==> src/rtl/perf_counter_bank.sv <==
// Performance counter bank: a free-running cycle counter (ch0) plus NUM_EVT event counters.
// Live counters wrap or saturate, and each channel has a sticky overflow flag and a snapshot copy.
module perf_cnt_lane #(
  parameter int WIDTH    = 8,
  parameter bit SATURATE = 1'b0
) (
  input  logic             clk,
  input  logic             rst,
  input  logic             i_inc,
  input  logic             i_clr,
  input  logic             i_snap,
  output logic [WIDTH-1:0] o_cnt,
  output logic [WIDTH-1:0] o_snap,
  output logic             o_ovf
);
  localparam logic [WIDTH-1:0] ONE = WIDTH'(1);

  logic [WIDTH-1:0] r_cnt, r_snap;
  logic             r_ovf;
  logic             w_top;

  assign w_top = &r_cnt;

  always_ff @(posedge clk or negedge rst) begin
    if (!rst) begin
      r_cnt  <= '0;
      r_snap <= '0;
      r_ovf  <= 1'b0;
    end else begin
      // The snapshot takes the pre-edge value, so it sees neither this cycle's increment nor the clear.
      if (i_snap) r_snap <= r_cnt;
      if (i_clr) begin
        r_cnt <= '0;
        r_ovf <= 1'b0;
      end else if (i_inc) begin
        if (w_top) begin
          r_ovf <= 1'b1;
          if (!SATURATE) r_cnt <= '0;
        end else begin
          r_cnt <= r_cnt + ONE;
        end
      end
    end
  end

  assign o_cnt  = r_cnt;
  assign o_snap = r_snap;
  assign o_ovf  = r_ovf;
endmodule

module perf_counter_bank #(
  parameter int WIDTH    = 8,
  parameter int NUM_EVT  = 3,
  parameter bit SATURATE = 1'b0,
  parameter int SEL_W    = $clog2(NUM_EVT + 1)
) (
  input  logic                           clk,
  input  logic                           rst,
  input  logic                           en,
  input  logic                           clr,
  input  logic [NUM_EVT-1:0]             evt,
  input  logic                           snap,
  input  logic [SEL_W-1:0]               rd_sel,
  output logic [WIDTH-1:0]               rd_data,
  output logic                           snap_valid,
  output logic [(NUM_EVT+1)*WIDTH-1:0]   cnt_live,
  output logic [NUM_EVT:0]               ovf
);
  localparam int RD_N = 1 << SEL_W;

  logic [NUM_EVT:0]            w_inc;
  logic [NUM_EVT:0][WIDTH-1:0] w_cnt, w_snap;
  logic [RD_N-1:0][WIDTH-1:0]  w_rd_tab;
  logic                        r_snap_vld;

  assign w_inc = en ? {evt, 1'b1} : '0;

  perf_cnt_lane #(.WIDTH(WIDTH), .SATURATE(SATURATE)) u_lane [NUM_EVT:0] (
    .clk    (clk),
    .rst    (rst),
    .i_inc  (w_inc),
    .i_clr  (clr),
    .i_snap (snap),
    .o_cnt  (w_cnt),
    .o_snap (w_snap),
    .o_ovf  (ovf)
  );

  always_ff @(posedge clk or negedge rst) begin
    if (!rst)      r_snap_vld <= 1'b0;
    else if (snap) r_snap_vld <= 1'b1;
    else if (clr)  r_snap_vld <= 1'b0;
  end

  // Pad the read table to the full select range so unused codes read as zero.
  for (genvar k = 0; k < RD_N; k++) begin : g_rd
    if (k <= NUM_EVT) begin : g_ch
      assign w_rd_tab[k] = w_snap[k];
    end else begin : g_pad
      assign w_rd_tab[k] = '0;
    end
  end

  assign rd_data    = w_rd_tab[rd_sel];
  assign snap_valid = r_snap_vld;
  assign cnt_live   = w_cnt;
endmodule
==> config.mk <==
export PLATFORM = sky130hd
export DESIGN_NAME = perf_counter_bank
export DESIGN_NICKNAME = d
export VERILOG_FILES = /design/src/rtl/perf_counter_bank.sv
export SDC_FILE = /design/constraint.sdc
export NUM_CORES = 1
export LEC_CHECK = 0
export CAP_MARGIN = 25
export CORE_UTILIZATION = 53
export DETAILED_ROUTE_END_ITERATION = 12
export PLACE_DENSITY = 0.83
export SYNTH_ARGS = -nofsm -noshare
export SYNTH_HDL_FRONTEND = slang
export SYNTH_SLANG_ARGS = --single-unit
==> constraint.sdc <==
create_clock -name clk -period 1.7 [get_ports clk]
set_input_delay 0.34 -clock clk [delete_from_list [all_inputs] [get_ports clk]]
set_output_delay 0.34 -clock clk [all_outputs]
set_load 0.05 [all_outputs]
==> flow_summary.yaml <==
# yosys + openroad results
run_status:
  status: "finished with violations"
  failed_checks: "setup timing"
clock_network:
  cts_root_buf: "clkbuf_8"
  clockBufferDepth: 2
pwr:
  p_int_mw: 2.70
  clock_power_share: 0.414
  power_density_nw_per_um2: 787
  power_switching_uw: 858
yosys:
  ys_area_sq_um: 3260
  ys_warn_count: 0
  synth-seq-cells: 69
  simple_gate_area_frac: 0.139
  syn_avg_cell_area_sq_um: 12.1
  xor_area_frac: 0.0510
  synthTopLogicFamily: "multiplexers"
  ff_type: "dfrtp_1"
placement:
  port_buffers: 54
  gp_congestion: 0.887
  placed_area_sq_um: 4200
min_path:
  hold_class: "in2async"
finish:
  clkCellAreaFrac: 0.0495
  dominant_cells: "flip-flops and latches"
  instances_no_fill: 433
  buffer_area_frac: 0.230
  clock_buffers: 10
  antenna_cells: 0
  layout_top_cells: "67 x dfrtp_1, 47 x buf_4, 32 x mux2_2"
  lay_top_count: "dfrtp_1"
die:
  core_sq_um: 5920
  dieWidth_microns: 80.4
  ios: 55
timing:
  rsz0062_at_grt: "yes"
  finalHoldViolations: 0
  setup_violations: 8
  fin_skew_ns: 0.00571
  max_freq_mhz: 557
  slew_viol_final: 0
  timing.final.ws_setup_ns: -0.0956
detailed_routing:
  routed_wl_microns: 8240
  dr_wl_met3_microns: 427
run:
  tool_warnings: 28
critical_path:
  cp_data_required_time_ns: 1.36
grt:
  grt.overflow.total: 0
sequential cells by signal, summed over array words and instances, names as in the netlist:
name / cells
snap_valid: 1
u_lane.o_snap: 32
u_lane.o_cnt: 32
u_lane.o_ovf: 4
synth_stat cells, drive strengths merged, types with 4 or more instances:
cell	n	area, sq um
nand2	20	82.6
mux4	8	180
and2	6	37.5
mux2	32	360
and3	4	35.0
nor3	5	25.0
nor2	23	86.3
ha	4	50.1
nand4	5	31.3
xor2	13	114
dfrtp	69	1730
xnor2	6	52.6
nand3	12	65.1
a21oi	9	45.0
a31oi	5	31.3
buf	16	96.3
critical path, delay by kind of cell, from the launching register on:
| kind | cells | cell delay (ns) |
|---|---|---|
| mux | 1 | 0.52 |
| flops | 1 | 0.42 |
| buf+inv | 1 | 0.17 |
==> images/gate_families.png <==
Bar = 20 microns.
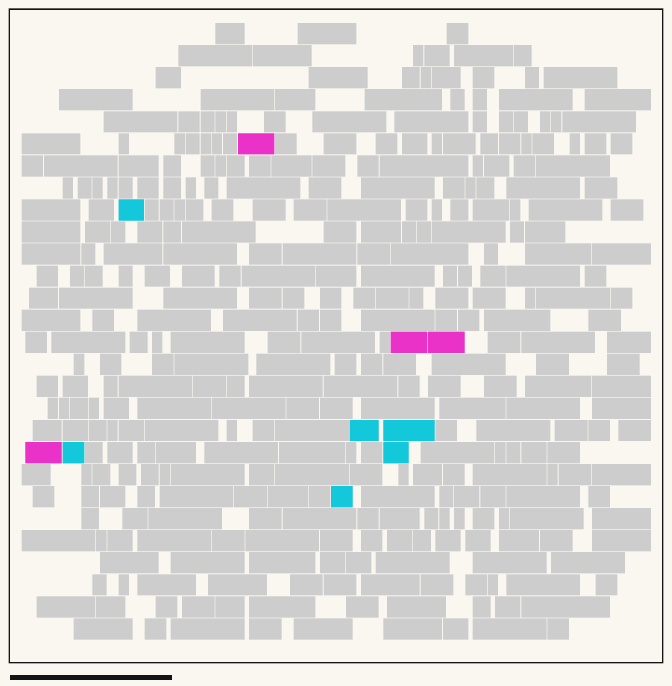
| family | color | cells |
|---|---|---|
| adder and majority cells | magenta | 4 |
| AND-OR and OR-AND gates | cyan | 6 |

==> images/registers.png <==
Bar = 20 microns. Other sequential cells in the stronger gray, the rest of the logic in the fainter gray.
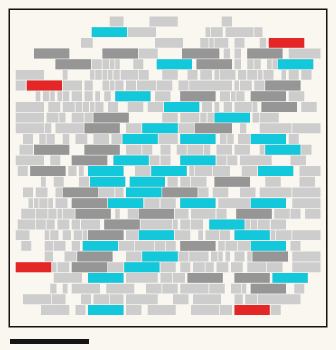
| name in the netlist | color | sequential cells |
|---|---|---|
| u_lane.o_ovf | red | 4 |
| u_lane.o_snap | cyan | 32 |

==> images/final_congestion.png <==
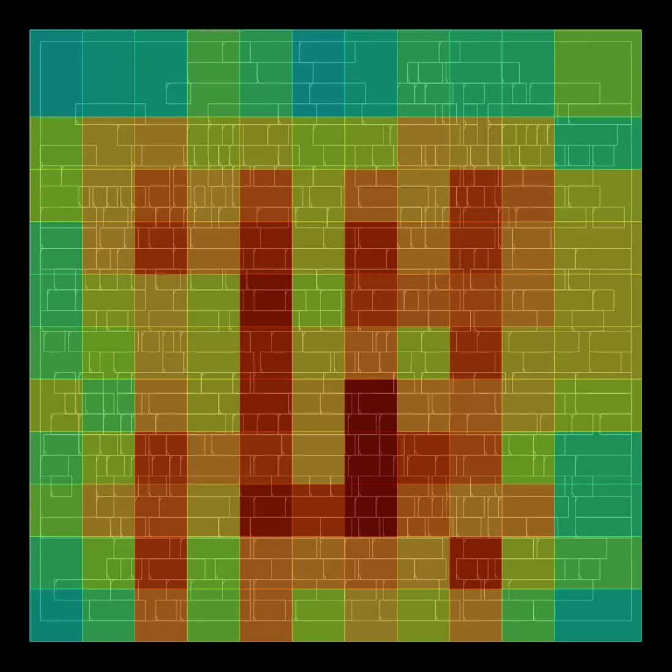
busiest grt layer: met2
GRT Total Usage: 0.291
met3 Use GR: 0.0761
final core occ: 0.764

Power figures rest on the tool's default switching activity, not on a simulated workload.
